===== config.mk =====
export PLATFORM = sky130hd
export DESIGN_NAME = alu_pipe_flat
export DESIGN_NICKNAME = d
export VERILOG_FILES = /design/src/rtl/alu_pipe_if.sv /design/src/rtl/alu_pipe.sv /design/src/flat_wrapper.sv
export SDC_FILE = /design/constraint.sdc
export NUM_CORES = 1
export LEC_CHECK = 0
export CORE_UTILIZATION = 40
export DETAILED_ROUTE_END_ITERATION = 12
export HOLD_SLACK_MARGIN = 0.05
export PLACE_DENSITY = 0.57
export SETUP_SLACK_MARGIN = 0.2
export SYNTH_ARGS = -nofsm -noshare
export SYNTH_HDL_FRONTEND = slang
export SYNTH_SLANG_ARGS = --single-unit

===== constraint.sdc =====
create_clock -name clk -period 5.16 [get_ports clk]
set_input_delay 1.548 -clock clk [delete_from_list [all_inputs] [get_ports clk]]
set_output_delay 1.548 -clock clk [all_outputs]
set_load 0.02 [all_outputs]

===== src/rtl/alu_pipe_if.sv =====
// Operand/result handshake bundle for alu_pipe.
// The master is the producer/consumer side; the slave is the ALU.
interface alu_pipe_if #(
   parameter int WIDTH = 16
) ();
   logic             in_valid;
   logic             in_ready;
   logic [WIDTH-1:0] in_a;
   logic [WIDTH-1:0] in_b;
   logic [2:0]       in_op;
   logic             out_valid;
   logic             out_ready;
   logic [WIDTH-1:0] out_data;
   logic             out_ovf;
   logic [2:0]       flags;

   modport master (
      output in_valid, in_a, in_b, in_op, out_ready,
      input  in_ready, out_valid, out_data, out_ovf, flags
   );

   modport slave (
      input  in_valid, in_a, in_b, in_op, out_ready,
      output in_ready, out_valid, out_data, out_ovf, flags
   );
endinterface


===== src/rtl/alu_pipe.sv =====
// Two-stage valid/ready ALU (8 WISC ops) with a {Z,V,N} flag register updated on retire.
// Define ALU_SAT_EN to make ADD/SUB saturate on signed overflow instead of wrapping.
module alu_pipe #(
   parameter int WIDTH   = 16,
   parameter int SHAMT_W = $clog2(WIDTH)
) (
   input  logic      clk,
   input  logic      rst_n,
   alu_pipe_if.slave bus_io
);
   localparam logic [2:0] OP_ADD  = 3'b000;
   localparam logic [2:0] OP_SUB  = 3'b001;
   localparam logic [2:0] OP_XOR  = 3'b010;
   localparam logic [2:0] OP_RED  = 3'b011;
   localparam logic [2:0] OP_SLL  = 3'b100;
   localparam logic [2:0] OP_SRA  = 3'b101;
   localparam logic [2:0] OP_ROR  = 3'b110;
   localparam logic [2:0] OP_PADD = 3'b111;

   localparam int NUM_LANES = WIDTH / 4;
   localparam int NUM_BYTES = WIDTH / 8;
   localparam int MSB       = WIDTH - 1;

   typedef struct packed {
      logic [WIDTH-1:0] a;
      logic [WIDTH-1:0] b;
      logic [2:0]       op;
   } req_t;

   typedef struct packed {
      logic [WIDTH-1:0] data;
      logic             ovf;
      logic [2:0]       op;
   } rsp_t;

   logic [2:1] vld_pipe_q, vld_pipe_d;
   req_t       s1_q, s1_d;
   rsp_t       s2_q, s2_d;
   logic [2:0] flags_q, flags_d;
   logic       adv1, adv2, retire;

   assign adv2   = !vld_pipe_q[2] || bus_io.out_ready;
   assign adv1   = !vld_pipe_q[1] || adv2;
   assign retire = vld_pipe_q[2] && bus_io.out_ready;

   assign bus_io.in_ready  = adv1;
   assign bus_io.out_valid = vld_pipe_q[2];
   assign bus_io.out_data  = s2_q.data;
   assign bus_io.out_ovf   = s2_q.ovf;
   assign bus_io.flags     = flags_q;

   // ---------------- stage-2 datapath, fed from the stage-1 registers
   logic [WIDTH-1:0]   sum, diff, arith, arith_r;
   logic [WIDTH-1:0]   xor_r, sll_r, sra_r, ror_r, red_r, padd_r, res;
   logic [2*WIDTH-1:0] rot_w;
   logic [SHAMT_W-1:0] sh;
   logic               is_sub, ovf_add, ovf_sub, ovf, ovf_r;

   assign sum     = s1_q.a + s1_q.b;
   assign diff    = s1_q.a - s1_q.b;
   assign ovf_add = (s1_q.a[MSB] == s1_q.b[MSB]) && (sum[MSB]  != s1_q.a[MSB]);
   assign ovf_sub = (s1_q.a[MSB] != s1_q.b[MSB]) && (diff[MSB] != s1_q.a[MSB]);
   assign is_sub  = (s1_q.op == OP_SUB);
   assign arith   = is_sub ? diff : sum;
   assign ovf     = is_sub ? ovf_sub : ovf_add;

`ifdef ALU_SAT_EN
   localparam logic [WIDTH-1:0] SAT_MAX = {1'b0, {(WIDTH-1){1'b1}}};
   localparam logic [WIDTH-1:0] SAT_MIN = {1'b1, {(WIDTH-1){1'b0}}};
   // Overflow direction follows A's sign: A >= 0 can only overflow upward.
   assign arith_r = ovf ? (s1_q.a[MSB] ? SAT_MIN : SAT_MAX) : arith;
`else
   assign arith_r = arith;
`endif

   assign xor_r = s1_q.a ^ s1_q.b;
   assign sh    = s1_q.b[SHAMT_W-1:0];
   assign sll_r = s1_q.a << sh;
   assign sra_r = $signed(s1_q.a) >>> sh;
   assign rot_w = {s1_q.a, s1_q.a} >> sh;
   assign ror_r = rot_w[WIDTH-1:0];

   always_comb begin
      red_r = '0;
      for (int i = 0; i < NUM_BYTES; i++) begin
         red_r = red_r + {{(WIDTH-8){s1_q.a[8*i+7]}}, s1_q.a[8*i +: 8]}
                       + {{(WIDTH-8){s1_q.b[8*i+7]}}, s1_q.b[8*i +: 8]};
      end
   end

   logic [NUM_LANES-1:0][3:0] pa_a, pa_b, pa_r;
   assign pa_a = s1_q.a;
   assign pa_b = s1_q.b;

   for (genvar g = 0; g < NUM_LANES; g++) begin : g_lane
      logic [4:0] s;
      assign s       = {pa_a[g][3], pa_a[g]} + {pa_b[g][3], pa_b[g]};
      assign pa_r[g] = (s[4] != s[3]) ? (s[4] ? 4'h8 : 4'h7) : s[3:0];
   end
   assign padd_r = pa_r;

   always_comb begin
      res   = arith_r;
      ovf_r = 1'b0;
      case (s1_q.op)
         OP_ADD, OP_SUB: begin res = arith_r; ovf_r = ovf; end
         OP_XOR:  res = xor_r;
         OP_RED:  res = red_r;
         OP_SLL:  res = sll_r;
         OP_SRA:  res = sra_r;
         OP_ROR:  res = ror_r;
         OP_PADD: res = padd_r;
         default: res = arith_r;
      endcase
   end

   // ---------------- next state
   always_comb begin
      vld_pipe_d = vld_pipe_q;
      s1_d       = s1_q;
      s2_d       = s2_q;
      flags_d    = flags_q;
      if (adv1) begin
         vld_pipe_d[1] = bus_io.in_valid;
         if (bus_io.in_valid) begin
            s1_d.a  = bus_io.in_a;
            s1_d.b  = bus_io.in_b;
            s1_d.op = bus_io.in_op;
         end
      end
      if (adv2) begin
         vld_pipe_d[2] = vld_pipe_q[1];
         if (vld_pipe_q[1]) begin
            s2_d.data = res;
            s2_d.ovf  = ovf_r;
            s2_d.op   = s1_q.op;
         end
      end
      // Flags track only the retiring op, never the one being accepted.
      if (retire) begin
         case (s2_q.op)
            OP_ADD, OP_SUB:
               flags_d = {(s2_q.data == '0), s2_q.ovf, s2_q.data[MSB]};
            OP_XOR, OP_SLL, OP_SRA, OP_ROR:
               flags_d[2] = (s2_q.data == '0);
            default: flags_d = flags_q;
         endcase
      end
   end

   always_ff @(posedge clk) begin
      if (!rst_n) begin
         vld_pipe_q <= '0;
         s1_q       <= '0;
         s2_q       <= '0;
         flags_q    <= '0;
      end else begin
         vld_pipe_q <= vld_pipe_d;
         s1_q       <= s1_d;
         s2_q       <= s2_d;
         flags_q    <= flags_d;
      end
   end
endmodule

===== src/flat_wrapper.sv =====
// flat-port wrapper written by rule: the top's interface ports become plain ports
module alu_pipe_flat 
#(
   parameter int WIDTH   = 16,
   parameter int SHAMT_W = $clog2(WIDTH)
)
  (clk, rst_n, bus_io_in_valid, bus_io_in_a, bus_io_in_b, bus_io_in_op, bus_io_out_ready, bus_io_in_ready, bus_io_out_valid, bus_io_out_data, bus_io_out_ovf, bus_io_flags);
  alu_pipe_if #(.WIDTH(WIDTH)) bus_io_i ();
  input  logic clk;
  input  logic rst_n;
  input wire logic [$bits(bus_io_i.in_valid)-1:0] bus_io_in_valid;
  input wire logic [$bits(bus_io_i.in_a)-1:0] bus_io_in_a;
  input wire logic [$bits(bus_io_i.in_b)-1:0] bus_io_in_b;
  input wire logic [$bits(bus_io_i.in_op)-1:0] bus_io_in_op;
  input wire logic [$bits(bus_io_i.out_ready)-1:0] bus_io_out_ready;
  output wire logic [$bits(bus_io_i.in_ready)-1:0] bus_io_in_ready;
  output wire logic [$bits(bus_io_i.out_valid)-1:0] bus_io_out_valid;
  output wire logic [$bits(bus_io_i.out_data)-1:0] bus_io_out_data;
  output wire logic [$bits(bus_io_i.out_ovf)-1:0] bus_io_out_ovf;
  output wire logic [$bits(bus_io_i.flags)-1:0] bus_io_flags;
  assign bus_io_i.in_valid = bus_io_in_valid;
  assign bus_io_i.in_a = bus_io_in_a;
  assign bus_io_i.in_b = bus_io_in_b;
  assign bus_io_i.in_op = bus_io_in_op;
  assign bus_io_i.out_ready = bus_io_out_ready;
  assign bus_io_in_ready = bus_io_i.in_ready;
  assign bus_io_out_valid = bus_io_i.out_valid;
  assign bus_io_out_data = bus_io_i.out_data;
  assign bus_io_out_ovf = bus_io_i.out_ovf;
  assign bus_io_flags = bus_io_i.flags;
  alu_pipe #(.WIDTH(WIDTH), .SHAMT_W(SHAMT_W)) u_core (.clk(clk), .rst_n(rst_n), .bus_io(bus_io_i));
endmodule

==> impl_metrics.toml <==
# synthesis and place-and-route metrics
[clock_tree]
cts.clk_slew.worst_paths_ns = 0.06
cts_tree = "built"
holdBufCountCts = 0
clock_latency_ns = 0.35
cts_root_buf = "clkbuf_16"
h-tree-depth = 3
cts_buffers = 9
cts_buffer_depth = 2

[logic_synthesis]
synth.avg_cell_area_um2 = 7.58
top_logic_kind = "AND-OR/OR-AND gates"
ys_cells = 959
top_area_share_pct = 16.5
yosysMostFrequentCell = "nand2_1"
ys_seq_share_pct = 16.5
ys_async_sr_fraction_pct = 0
ff_type = "dfxtp_1"
synthTopCellsByCount = "nand2_1, nor2_1, a21oi_1"
yosys.area_share.simple_pct = 18.7
top_cells_by_area = "dfxtp_1, ha_1, nand2_1"
syn_area_um2 = 7270
synth_cells = 959
yosysUniqueCellTypes = 95
synth.area.mux_share_pct = 8.49

[global_routing]
antenna_found_initial = 0
grt-ovfl-total = 0
grt_usage_pct = 26.7
grt_pass1_vias = 6221

[final_layout]
n_fill_cell = 1824
biggestCellCategory = "multi-input combinational cells"
clock_area_share_pct = 3.58
inv_count = 56
stdcell_count = 1204
drive_gt1_share_pct = 8.99
seq_share_pct = 14.7
final_core_util_pct = 46.6
num-multi-input-gates = 768

[critical_path]
crit_path_end = "u_core.bus_io.out_data[15]$_SDFFE_PN0P_"
worstSetupEndpointType = "flip-flop"
worstReg2RegEnd = "u_core.bus_io.out_data[15]$_SDFFE_PN0P_"
crit_path_start_kind = "flip-flop"
crit_fanout = 8

[pwr]
p_comb_share_pct = 37.8
p_total_mw = 1.85
switching_share_pct = 37.2
ir_worst_vdd_mv = 0.169
pwr-share-clk_pct = 33.6

[routing]
ant_nets = 0
drt_iter0_drc = 673
drt-pass1-iter-count = 5

[timing]
tightest_slew_ns = 0.858
hold_ws_ns = 0.467
setup_ws_ns = 0.570
slew_viol_final = 0
rsz0062_at_grt = "false"
setup_viol = 0

[hold_path]
hold_end = "u_core.s2_q[2]$_SDFFE_PN0P_"

[floorplanning]
io_pins = 61
initCoreUtil_pct = 41.4
die_width_um = 137
num_rows = 48
dieArea_um2 = 18700

[placement]
place_congestion = 0.934
place_inst = 1189
io_buffer_count = 60
pre_cts_slack_ns = 0.574
dp_hpwl_mm = 18.3

[job]
max_cap_viol_count = 0
warnings = 45

[status]
status = "completed"
-- layout by cell type (no fill, tap or decap), types with 32 or more instances in the layout --
cell             instances
clkdlybuf4s50_1         59
nand2_1                131
o21ai_0                 54
a21oi_1                 78
ha_1                    54
mux2i_1                 32
a21boi_0                40
dfxtp_1                 59
nor2_1                  80
inv_1                   48
-- worst max-delay path, stage by stage (launching register included) --
cell and delay (ns):
dfxtp_1 0.45, inv_1 0.17, fa_1 0.48, inv_1 0.07
ha_1 0.16, inv_1 0.05, fa_1 0.39, inv_1 0.07
a21oi_1 0.08, o21ai_0 0.26, a21oi_1 0.12, o21bai_1 0.22
a211oi_1 0.10, mux2_2 0.28, ha_1 0.35, nor2b_1 0.09
a21oi_1 0.16, o211ai_1 0.11, a2111oi_1 0.60, a2bb2oi_2 0.18
o41ai_2 0.08
-- power groups by stage --
stage	sequential (mW)	clock (mW)	combinational [mW]
global placement	0.540	0	0.687
CTS	0.531	0.637	0.690
floorplan	0.530	0	0.501
detailed placement	0.541	0	0.687
global route	0.535	0.652	0.759
finish	0.531	0.622	0.699
-- per-layer routing --
| layer | vias to the layer above | share of wire (%) | track usage [%] |
|---|---|---|---|
| met4 | 0 | 2.9 | 9.04 |
| met3 | 40 | 5.8 | 3.85 |
| li1 | 3434 | - | - |
| met1 | 3259 | 47 | 37.2 |
| met2 | 261 | 44 | 41.8 |
| met5 | - | 0 | 0 |
-- flip-flops by register name, indices dropped and copies added, names as in the netlist --
name	count
u_core.bus_io.out_data	16
u_core.pa_a	16
u_core.bus_io.out_ovf	1
u_core.bus_io.flags	3
u_core.vld_pipe_q	2
u_core.s2_q	3
u_core.pa_b	16
u_core.s1_q	3
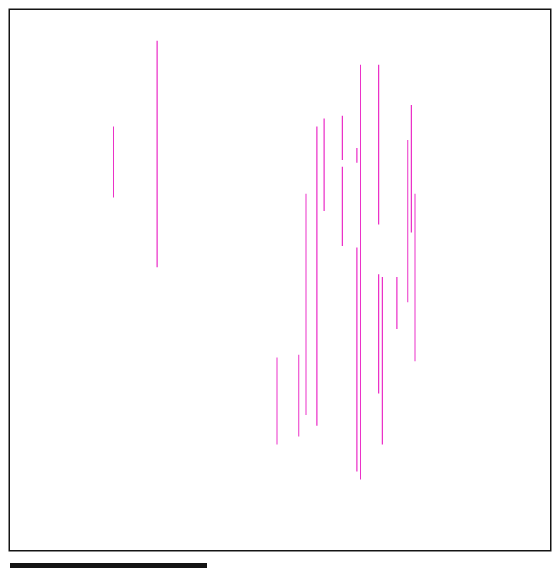
met4.png
Bar = 50 um.
main direction: vertical
wire length on this layer: 707 um
via count: 6,994
Routed Wire Length: 24.2 mm

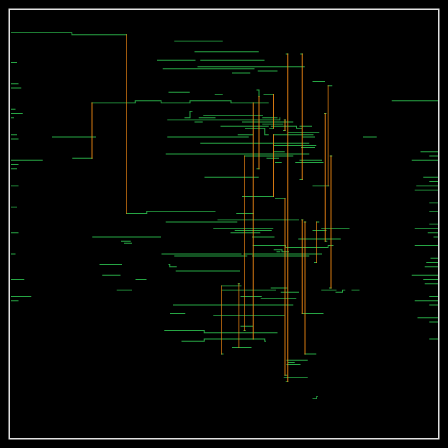
metal_stack.png
Two of the layers only.
[orange] met4 | wire length: 707 um
[green] met3 | wire length: 1,410 um

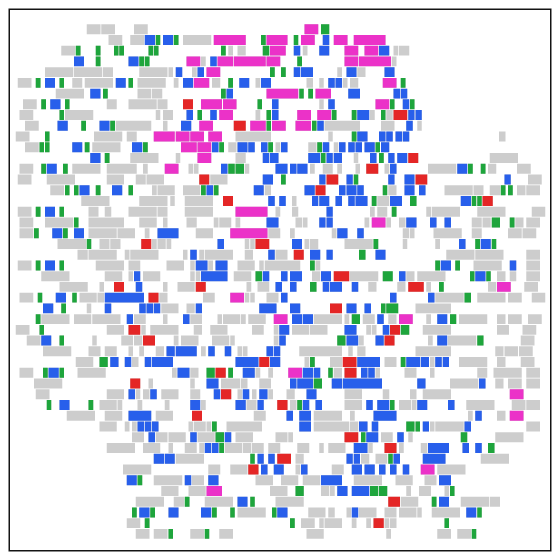
gate_families.png
[red] AND-OR and OR-AND gates | cells: 38 | most used: a21o_1
[blue] inverting AOI/OAI gates | cells: 273 | most used: a21oi_1
[green] NAND gates | cells: 158 | most used: nand2_1 | where: widely spread
[magenta] multiplexers | cells: 50 | most used: mux2i_1

Power figures rest on the tool's default switching activity, not on a simulated workload.
